**config.mk**
```make
export PLATFORM = sky130hd
export DESIGN_NAME = mpsram_wr_sched_flat
export DESIGN_NICKNAME = d
export VERILOG_FILES = /design/src/rtl/mpsram_wr_sched_if.sv /design/src/rtl/mpsram_wr_sched.sv /design/src/flat_wrapper.sv
export SDC_FILE = /design/constraint.sdc
export NUM_CORES = 1
export LEC_CHECK = 0
export ABC_AREA = 1
export CORE_ASPECT_RATIO = 0.8
export CORE_MARGIN = 1
export CORE_UTILIZATION = 30
export CTS_BUF_LIST = sky130_fd_sc_hd__clkbuf_8
export CTS_CLUSTER_DIAMETER = 200
export DETAILED_ROUTE_END_ITERATION = 7
export SLEW_MARGIN = 30
export SYNTH_ARGS = -nofsm -noshare
export SYNTH_HDL_FRONTEND = slang
export SYNTH_SLANG_ARGS = --single-unit
```
**constraint.sdc**
```tcl
create_clock -name clk -period 28.2 [get_ports clk]
set_clock_uncertainty 0.2 [all_clocks]
set_input_delay 2.82 -clock clk [delete_from_list [all_inputs] [get_ports clk]]
set_output_delay 2.82 -clock clk [all_outputs]
set_load 0.005 [all_outputs]
```
**src/rtl/mpsram_wr_sched_if.sv**
```systemverilog
`default_nettype none
// ============================================================================
// Module   : mpsram_wr_sched_if
// Purpose  : Requester handshake and SRAM write-port bundle for mpsram_wr_sched.
// Revision : 1.0  initial release
// ============================================================================
interface mpsram_wr_sched_if #(
    parameter int NUM_REQ = 4,
    parameter int NUM_W   = 2,
    parameter int W       = 32,
    parameter int AW      = 3
) ();
    logic [NUM_REQ-1:0]    req_valid;
    logic [NUM_REQ*AW-1:0] req_addr;
    logic [NUM_REQ*W-1:0]  req_data;
    logic [NUM_REQ-1:0]    req_ready;
    logic                  init;
    logic                  mem_busy_w;
    logic [NUM_W-1:0]      wen;
    logic [NUM_W*AW-1:0]   waddr;
    logic [NUM_W*W-1:0]    wdata;
    logic                  busy;

    modport master (
        output req_valid, req_addr, req_data, init, mem_busy_w,
        input  req_ready, wen, waddr, wdata, busy
    );

    modport slave (
        input  req_valid, req_addr, req_data, init, mem_busy_w,
        output req_ready, wen, waddr, wdata, busy
    );
endinterface
`default_nettype wire

```
**src/rtl/mpsram_wr_sched.sv**
```systemverilog
`default_nettype none
// ============================================================================
// Module   : mpsram_wr_sched
// Purpose  : Round-robin scheduler of write requesters onto NUM_W SRAM write
//            ports, with address-conflict skipping and a zero-fill INIT mode.
// Revision : 1.0  initial release
// ============================================================================
module mpsram_wr_sched #(
    parameter int NUM_REQ = 4,
    parameter int NUM_W   = 2,
    parameter int W       = 32,
    parameter int N       = 8
) (
    input  wire logic       clk,
    input  wire logic       rst,
    mpsram_wr_sched_if.slave bus
);
    localparam int AW = (N > 1) ? $clog2(N) : 1;
    localparam int RW = (NUM_REQ > 1) ? $clog2(NUM_REQ) : 1;
    localparam int CW = AW + 1;

    typedef enum logic [0:0] {
        ST_RUN  = 1'b0,
        ST_INIT = 1'b1
    } state_t;

    state_t              state_q, state_d;
    logic [RW-1:0]       rr_ptr_q, rr_ptr_d;
    logic [CW-1:0]       cnt_q, cnt_d;
    logic [NUM_W-1:0]    wen_q, wen_d;
    logic [NUM_W*AW-1:0] waddr_q, waddr_d;
    logic [NUM_W*W-1:0]  wdata_q, wdata_d;
    logic                busy_q, busy_d;

    logic [NUM_REQ-1:0]  grant;
    logic [AW-1:0]       gaddr [NUM_W];
    logic                dup;
    int                  n_gnt;
    int                  last;

    always_comb begin
        state_d  = state_q;
        rr_ptr_d = rr_ptr_q;
        cnt_d    = cnt_q;
        wen_d    = '0;
        waddr_d  = '0;
        wdata_d  = '0;
        grant    = '0;
        dup      = 1'b0;
        n_gnt    = 0;
        last     = 0;
        for (int k = 0; k < NUM_W; k++) gaddr[k] = '0;

        case (state_q)
            ST_RUN: begin
                if (!bus.mem_busy_w) begin
                    // Visit requesters in rotated order starting at rr_ptr.
                    for (int j = 0; j < NUM_REQ; j++) begin
                        for (int i = 0; i < NUM_REQ; i++) begin
                            if (i == (int'(rr_ptr_q) + j) % NUM_REQ) begin
                                dup = 1'b0;
                                for (int k = 0; k < NUM_W; k++) begin
                                    if (k < n_gnt && gaddr[k] == bus.req_addr[i*AW +: AW]) dup = 1'b1;
                                end
                                if (bus.req_valid[i] && n_gnt < NUM_W && !dup) begin
                                    grant[i] = 1'b1;
                                    for (int k = 0; k < NUM_W; k++) begin
                                        if (k == n_gnt) begin
                                            wen_d[k]             = 1'b1;
                                            waddr_d[k*AW +: AW]  = bus.req_addr[i*AW +: AW];
                                            wdata_d[k*W +: W]    = bus.req_data[i*W +: W];
                                            gaddr[k]             = bus.req_addr[i*AW +: AW];
                                        end
                                    end
                                    n_gnt = n_gnt + 1;
                                    last  = i;
                                end
                            end
                        end
                    end
                    if (n_gnt > 0) rr_ptr_d = RW'((last + 1) % NUM_REQ);
                end
                if (bus.init) begin
                    state_d = ST_INIT;
                    cnt_d   = '0;
                end
            end
            ST_INIT: begin
                if (!bus.mem_busy_w) begin
                    for (int k = 0; k < NUM_W; k++) begin
                        if (int'(cnt_q) + k < N) begin
                            wen_d[k]            = 1'b1;
                            waddr_d[k*AW +: AW] = AW'(int'(cnt_q) + k);
                        end
                    end
                    cnt_d = cnt_q + CW'(NUM_W);
                    if (int'(cnt_q) + NUM_W >= N) state_d = ST_RUN;
                end
            end
            default: state_d = ST_RUN;
        endcase

        busy_d = (state_d == ST_INIT);
    end

    always_ff @(posedge clk or negedge rst) begin
        if (!rst) begin
            state_q  <= ST_RUN;
            rr_ptr_q <= '0;
            cnt_q    <= '0;
            wen_q    <= '0;
            waddr_q  <= '0;
            wdata_q  <= '0;
            busy_q   <= 1'b0;
        end else begin
            state_q  <= state_d;
            rr_ptr_q <= rr_ptr_d;
            cnt_q    <= cnt_d;
            wen_q    <= wen_d;
            waddr_q  <= waddr_d;
            wdata_q  <= wdata_d;
            busy_q   <= busy_d;
        end
    end

    // Grants are only computed in RUN without stall; reset masks them directly.
    assign bus.req_ready = rst ? grant : '0;
    assign bus.wen       = wen_q;
    assign bus.waddr     = waddr_q;
    assign bus.wdata     = wdata_q;
    assign bus.busy      = busy_q;
endmodule
`default_nettype wire

```
**src/flat_wrapper.sv**
```systemverilog
// flat-port wrapper written by rule: the top's interface ports become plain ports
module mpsram_wr_sched_flat 
#(
    parameter int NUM_REQ = 4,
    parameter int NUM_W   = 2,
    parameter int W       = 32,
    parameter int N       = 8
)
  (clk, rst, bus_req_valid, bus_req_addr, bus_req_data, bus_init, bus_mem_busy_w, bus_req_ready, bus_wen, bus_waddr, bus_wdata, bus_busy);
  mpsram_wr_sched_if #(.NUM_REQ(NUM_REQ), .NUM_W(NUM_W), .W(W), .AW(($clog2(N)))) bus_i ();
  input  wire logic clk;
  input  wire logic rst;
  input wire logic [$bits(bus_i.req_valid)-1:0] bus_req_valid;
  input wire logic [$bits(bus_i.req_addr)-1:0] bus_req_addr;
  input wire logic [$bits(bus_i.req_data)-1:0] bus_req_data;
  input wire logic [$bits(bus_i.init)-1:0] bus_init;
  input wire logic [$bits(bus_i.mem_busy_w)-1:0] bus_mem_busy_w;
  output wire logic [$bits(bus_i.req_ready)-1:0] bus_req_ready;
  output wire logic [$bits(bus_i.wen)-1:0] bus_wen;
  output wire logic [$bits(bus_i.waddr)-1:0] bus_waddr;
  output wire logic [$bits(bus_i.wdata)-1:0] bus_wdata;
  output wire logic [$bits(bus_i.busy)-1:0] bus_busy;
  assign bus_i.req_valid = bus_req_valid;
  assign bus_i.req_addr = bus_req_addr;
  assign bus_i.req_data = bus_req_data;
  assign bus_i.init = bus_init;
  assign bus_i.mem_busy_w = bus_mem_busy_w;
  assign bus_req_ready = bus_i.req_ready;
  assign bus_wen = bus_i.wen;
  assign bus_waddr = bus_i.waddr;
  assign bus_wdata = bus_i.wdata;
  assign bus_busy = bus_i.busy;
  mpsram_wr_sched #(.NUM_REQ(NUM_REQ), .NUM_W(NUM_W), .W(W), .N(N)) u_core (.clk(clk), .rst(rst), .bus(bus_i));
endmodule
```
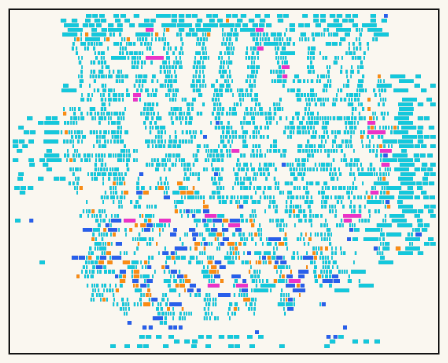
sizes.png
_0 and _1 cells -> cyan  # cells 2337
_6 and larger -> magenta  # cells 23
_3 and _4 cells -> blue  # cells 99
_2 cells -> orange  # cells 124

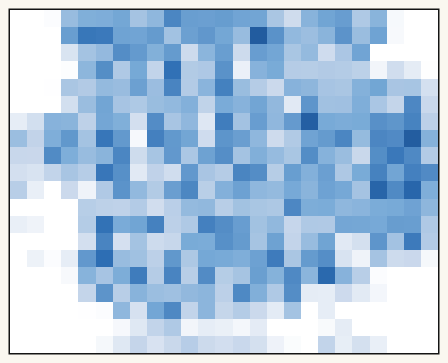
cell_density.png
The die is cut into 25 by 20 equal tiles; white is low, dark blue is high, 0 to 100% covered.
nearly empty tiles = 18%
tiles over 75% full = 1.2%
mean over tiles = 33%
densest ninth of the die = right middle
fullest tile = 82%

==> run summary <==
Summary of implementation figures.

Timing
The actual transition at the worst max-transition pin is 1.028 ns. For the final routed database, the setup TNS stands at 0 ns. The final worst-path setup slack is 2.772 ns. Setup repair after global routing left no endpoint under its margin. Counting pins that exceed their max-slew limit in the final report gives 0.

The count of final hold-check violations is 0.

GRT
Global routing consumed, over all layers together, 27.11% of the routing resources. The first global-routing pass estimated 105900 µm of wire. Per the GRT log, the top usage layer is met2.

The initial antenna violation count came to 3. The met3 usage in global routing is 7.119%.

Layout
The count of clock buffers in the final design is 9. Ranking logic cells in the layout by count gives the top entries nand2_1, o21ai_0, clkdlybuf4s50_1, inv_1, o211ai_1. The clock network area share is 1.439%. The number of sequential storage elements is 78. The final design instance area without fill is 17480 µm². The repair_antennas step left the layout with diodes totalling 3. Leaving out the clock tree, the finished layout contains an inverter count of 256.

Flow run
The number of maximum-capacitance constraint violations is 0.

Floorplan
The floorplan step defined a core boundary enclosing 48560 µm². Before placement the cells fill 30.49% of the core. The chip area is 50240 µm².

Setup path
The critical path launch point is bus_req_valid[0]. Counting stages on the worst path, the most repeated cell is nand2_1. STA classifies the critical path startpoint as an input pin. The worst reg2reg path endpoint is u_core.bus.wdata[58]. The worst flop-to-flop path startpoint is u_core.rr_ptr_q[0]. The capturing instance or port of the critical path is bus_req_ready[3]. The category of the most critical setup path is input pin to primary output. In this design, the stage delay of the slowest critical-path cell is 0.85 ns. The endpoint arrival time on the critical path is 22.41 ns. The largest individual stage delay along the critical path comes from the cell clkdlybuf4s50_1. The worst-case reg-to-reg setup slack stands at 8.03 ns.

Clocking
The number of sinks driven by the clock tree is 78. The tree is rooted in a clkbuf_8. The deepest level of the CTS H-tree is 3. The clock transition at the registers of the reported paths is 0.10 ns. CTS reports a maximum clock tree buffer depth of 2.

Routing
In the per-layer summary, the met1 wirelength comes to 31250 µm. The number of vias in the routed layout is 18830. Routed signal wires occupy layers up through met5.

The DRC violation total left in the routed layout is recorded as 0. Per the post-route antenna check, the number of violating nets is 0.

Synth
For reference, the mux area share after synthesis is 0.5410%. For reference, XOR and XNOR gates occupy 0.3550% of the area reported after synthesis. The number of enable-type register cells in the synthesized netlist is 0. In the post-synthesis netlist, the cell with the most instances is nand2_1. The adder-cell area share of the yosys netlist is 2.536%. The number of warning messages in the yosys log is 0. o21ai_0 takes more of the synthesized area than any other cell. The chip area from the yosys synthesis statistics is 14800 µm². The cell area after synthesis is 14800 µm². Per the synthesis report, the number of distinct cell types is 60. Sorting the synthesized cells by area gives the leading types as o21ai_0, nand2_1, dfrtp_1. The register bit count reported by yosys is 78.

Pwr
The design draws 2339 µW. VDD sags by at most 0.00007050 V. The leakage power total is 0.007951 µW.

Hold path
Hold analysis shows the worst path with a depth of 1. STA reports the tightest min-delay check as being of type register to register. Looking at the hold checks, the worst path lands on u_core.cnt_q[1].

Run status
The run finished with clean final reports.

Placed design
The instance area at placement is 17210 µm². The count of buffers inserted at the top-level ports is 224. Counting tap cells, the placed design contains a total of 3196 instances. Detailed placement finished with a half-perimeter wire length of 48930 µm.
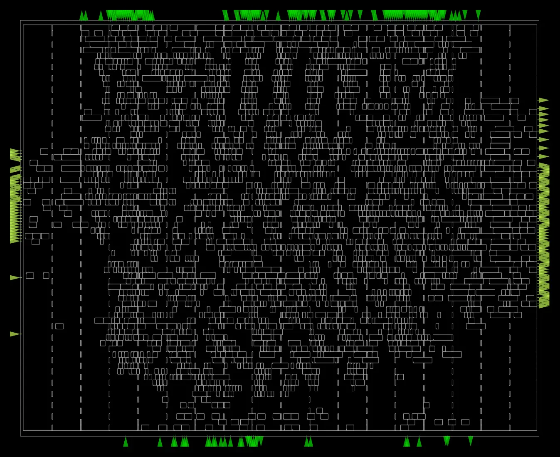
placement.png
Non-Filler Instances: 3215
utilization of the core after routing: 35.99%
inserted tap cell count: 629

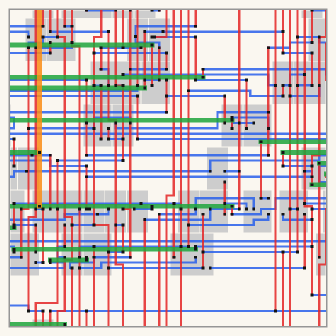
detail.png
Window x 178 to 198, y 141 to 161 µm. Cells in grey, sequential cells in the stronger grey; small squares are vias.
metal 4 -> orange
metal 2 -> red
metal 1 -> blue
metal 3 -> green
most frequent = o21ai_0 (11), nand2_1 (9), inv_1 (5)
sequential cells in the window = 0
cells with their middle in the window = 29

worst max-delay path: cells and delay by family:
kind,cells,cell delay (ns)
fa+ha+maj,11,2.60
simple gates,72,9.92
buf+inv,22,5.27
xor+xnor,1,0.16
compound gates,5,1.55
sequential cells by signal, indices dropped and copies added, names as in the netlist:
name	count
u_core.bus.waddr	6
u_core.bus.wdata	64
u_core.bus.wen	2
u_core.cnt_q	3
u_core.rr_ptr_q	2
u_core.state_q	1
power by group:
group / switching [µW] / internal [µW] / total [µW] / leakage [µW]
Clock: 52.8 / 60.1 / 113 / 0.000126
Combinational: 1300 / 758 / 2060 / 0.00676
Sequential: 20.9 / 147 / 167 / 0.00106
Total: 1370 / 965 / 2340 / 0.00795
No activity file was given, so power comes from the tool's default toggle rates.
